===== src/rtl/pipe_skid_reg.sv =====
// pipe_skid_reg: pipeline register with a valid/ready handshake and a
// one-entry skid buffer. Full throughput, one cycle of latency, and a
// synchronous FLUSH that squashes everything held.
//
// Optional feature: define PIPE_SKID_STALL_CNT_EN to add the STALL_CNT
// port, a saturating count of edges where upstream was held off.
//
// Handshake: a payload moves across an interface on a rising CLK edge
// exactly when valid and ready are both 1 at that edge. A producer
// holding valid=1 keeps its payload stable until it is accepted. Here
// IN_READY comes only from flops, so there is no combinational path
// from OUT_READY or IN_VALID to IN_READY.
module pipe_skid_reg #(
    parameter int unsigned           WIDTH       = 32,
    parameter logic [WIDTH-1:0]      RESET_VALUE = '0,
    parameter int unsigned           STALL_CNT_W = 16
) (
    input  logic                     CLK,
    input  logic                     RESET_N,
    input  logic                     FLUSH,
    input  logic                     IN_VALID,
    output logic                     IN_READY,
    input  logic [WIDTH-1:0]         D,
    output logic                     OUT_VALID,
    input  logic                     OUT_READY,
    output logic [WIDTH-1:0]         Q
`ifdef PIPE_SKID_STALL_CNT_EN
    ,
    output logic [STALL_CNT_W-1:0]   STALL_CNT
`endif
);

    // State is the {mv, sv} valid-flag pair. The value 01 is never reached.
    typedef enum logic [1:0] {
        EMPTY = 2'b00,
        ONE   = 2'b10,
        TWO   = 2'b11
    } state_t;

    state_t             state;
    state_t             state_nxt;
    logic [WIDTH-1:0]   m_q;
    logic [WIDTH-1:0]   s_q;
    logic               m_load;
    logic               m_from_s;
    logic               s_load;
    logic               acc;
    logic               tk;

    assign IN_READY  = ~state[0];
    assign OUT_VALID = state[1];
    assign Q         = m_q;
    assign acc       = IN_VALID & IN_READY;
    assign tk        = OUT_VALID & OUT_READY;

    // State register: the pair of valid flags.
    always_ff @(posedge CLK or negedge RESET_N) begin
        if (!RESET_N) begin
            state <= EMPTY;
        end else begin
            state <= state_nxt;
        end
    end

    // Next state and data-load strobes; FLUSH empties without loading.
    always_comb begin
        state_nxt = state;
        m_load    = 1'b0;
        m_from_s  = 1'b0;
        s_load    = 1'b0;
        if (FLUSH) begin
            state_nxt = EMPTY;
        end else begin
            case (state)
                EMPTY: begin
                    if (acc) begin
                        state_nxt = ONE;
                        m_load    = 1'b1;
                    end
                end
                ONE: begin
                    if (acc && tk) begin
                        m_load    = 1'b1;
                    end else if (acc) begin
                        state_nxt = TWO;
                        s_load    = 1'b1;
                    end else if (tk) begin
                        state_nxt = EMPTY;
                    end
                end
                TWO: begin
                    // IN_READY is low here, so only the take matters.
                    if (tk) begin
                        state_nxt = ONE;
                        m_load    = 1'b1;
                        m_from_s  = 1'b1;
                    end
                end
                default: begin
                    state_nxt = EMPTY;
                end
            endcase
        end
    end

    // Payload registers: M feeds Q; S holds the younger payload under back-pressure.
    always_ff @(posedge CLK or negedge RESET_N) begin
        if (!RESET_N) begin
            m_q <= RESET_VALUE;
            s_q <= RESET_VALUE;
        end else begin
            if (m_load) begin
                m_q <= m_from_s ? s_q : D;
            end
            if (s_load) begin
                s_q <= D;
            end
        end
    end

`ifdef PIPE_SKID_STALL_CNT_EN
    // Saturating count of edges where upstream offered data but was refused.
    always_ff @(posedge CLK or negedge RESET_N) begin
        if (!RESET_N) begin
            STALL_CNT <= '0;
        end else if (IN_VALID && !IN_READY && (STALL_CNT != {STALL_CNT_W{1'b1}})) begin
            STALL_CNT <= STALL_CNT + 1'b1;
        end
    end
`endif

endmodule


===== config.mk =====
export PLATFORM = sky130hd
export DESIGN_NAME = pipe_skid_reg
export DESIGN_NICKNAME = d
export VERILOG_FILES = /design/src/rtl/pipe_skid_reg.sv
export SDC_FILE = /design/constraint.sdc
export NUM_CORES = 1
export LEC_CHECK = 0
export CAP_MARGIN = 0
export CORE_UTILIZATION = 54
export DETAILED_ROUTE_END_ITERATION = 8
export PLACE_DENSITY_LB_ADDON = 0.15
export SYNTH_ARGS = -nofsm -noshare
export SYNTH_HDL_FRONTEND = slang
export SYNTH_SLANG_ARGS = --single-unit

===== constraint.sdc =====
create_clock -name CLK -period 3.7 [get_ports CLK]
set_input_delay 0.37 -clock CLK [delete_from_list [all_inputs] [get_ports CLK]]
set_output_delay 0.37 -clock CLK [all_outputs]
set_load 0.005 [all_outputs]

==> images/layer_met2.png <==
(6 px per um) Cells faint in the background.
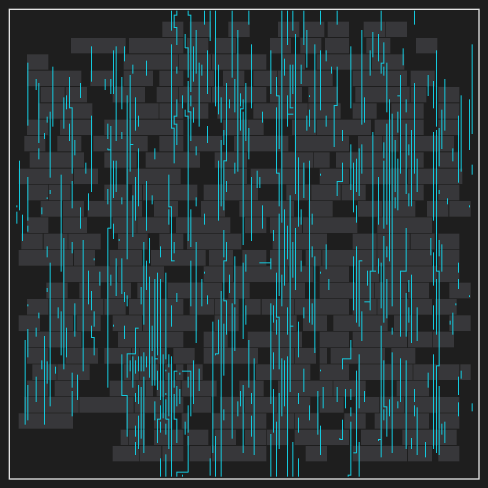
longest straight run: 35.2 um
share of all routed wire: 49%
wire length on this layer: 2810 um
nets with wire on the layer: 300
main direction: vertical

==> images/placement_by_type.png <==
(4 px per um) Fill, decap, tap and diode cells in gray.
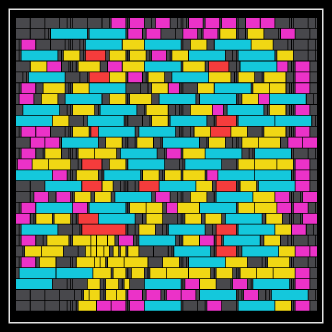
[other buffers and delay cells] magenta | cells: 76 | share of their area: 19%
[clock drivers and dummy loads] red | cells: 15 | share of their area: 5.1%
[combinational and other logic] yellow | cells: 124 | share of their area: 35%
[flops] cyan | cells: 66 | share of their area: 41%

==> images/io_fan.png <==
(4 px per um)
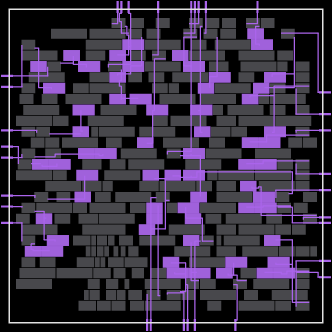
[D] purple | bits: 32 | direction: input | edge: 9 top, 9 right, 8 left, 6 bottom | end cells: 64 | wire: 908 um
Ports: 71
Port-buffer cells: 70

==> impl_metrics.ini <==
; physical design summary
[status]
outcome = complete, no violations

[finish]
seq-cell-share_pct = 40.4
final_cell_mix = 69 x clkdlybuf4s50_1, 67 x mux2_2, 66 x dfrtp_1, 30 x mux2_4, 12 x clkbuf_8
post-route-util_pct = 73.7
n_antenna_cell = 0
fillers = 397
dominant_cells = flip-flops and latches
clkbuf_count = 13

[final_timing]
finalSetupViolCount = 0
min_period_ns = 2.48
slew_headroom_pct = 40.2
fin_skew_ns = 0.00415
worst_slack_ns = 1.22
slew_violations = 0
max_freq_mhz = 404

[logic_synthesis]
synth.cell_area_um2 = 3120
synth_flops = 66
top_logic_kind = multiplexers
yosys_warnings = 0
top_cells_by_area = dfrtp_1 53%, mux2_2 24%, mux2_4 14%, ha_1 1.6%, buf_6 1.4%
xor_area_share_pct = 0
muxShareOfSynthArea_pct = 38.6
ys_sh_simple_pct = 2.12
ys_sh_adder_pct = 1.60
ys.flop_type = dfrtp_1
ys_cells = 200
ys_types = 20

[worst_setup_path]
cp-start-kind = flip-flop
path_cells = inv_1 -> ha_1 -> and3b_1 -> nand3b_1 -> buf_4 -> mux2_2
cp-end-kind = flip-flop
rrSetupSlack_ns = 1.22
crit_buf_inv = 2

[drt]
dr.pass1.iters = 4
ant_nets = 0
routed_wl_um = 5680
via_count = 1878
wl_per_cell_um = 16.1

[global_route]
grt_pass1_wl_um = 9520
grt_pass1_vias = 1959
grt_max_degree = 41

[cts]
clockBufferDepth = 2

[pwr]
p_sw_share_pct = 26.0
p_int_w = 0.00217

[die]
initCoreUtil_pct = 56.3
placementRows = 27
die-area_um2 = 6090
die_y_um = 78.0

[job]
max_cap_viol_count = 0
per-layer routing:
metal  up-vias  global-route usage, %  part of all wire, %
li1        867                      -                    -
met1       938                   25.2                   43
met2        63                   35.7                   49
met3        10                   4.42                  5.4
met4         0                   10.4                  2.1
met5         -                      0                    0
sequential cells by signal, indices dropped and copies added, names as in the netlist:
register / count
Q: 32
s_q: 32
state: 2
worst register-to-register path: cells and delay by family, from the launching register on:
kind | cells | cell delay, ns
and+or+nand+nor | 2 | 0.79
buffers and inverters | 2 | 0.65
DFF | 1 | 0.41
muxes | 1 | 0.30
adders and majority gates | 1 | 0.21
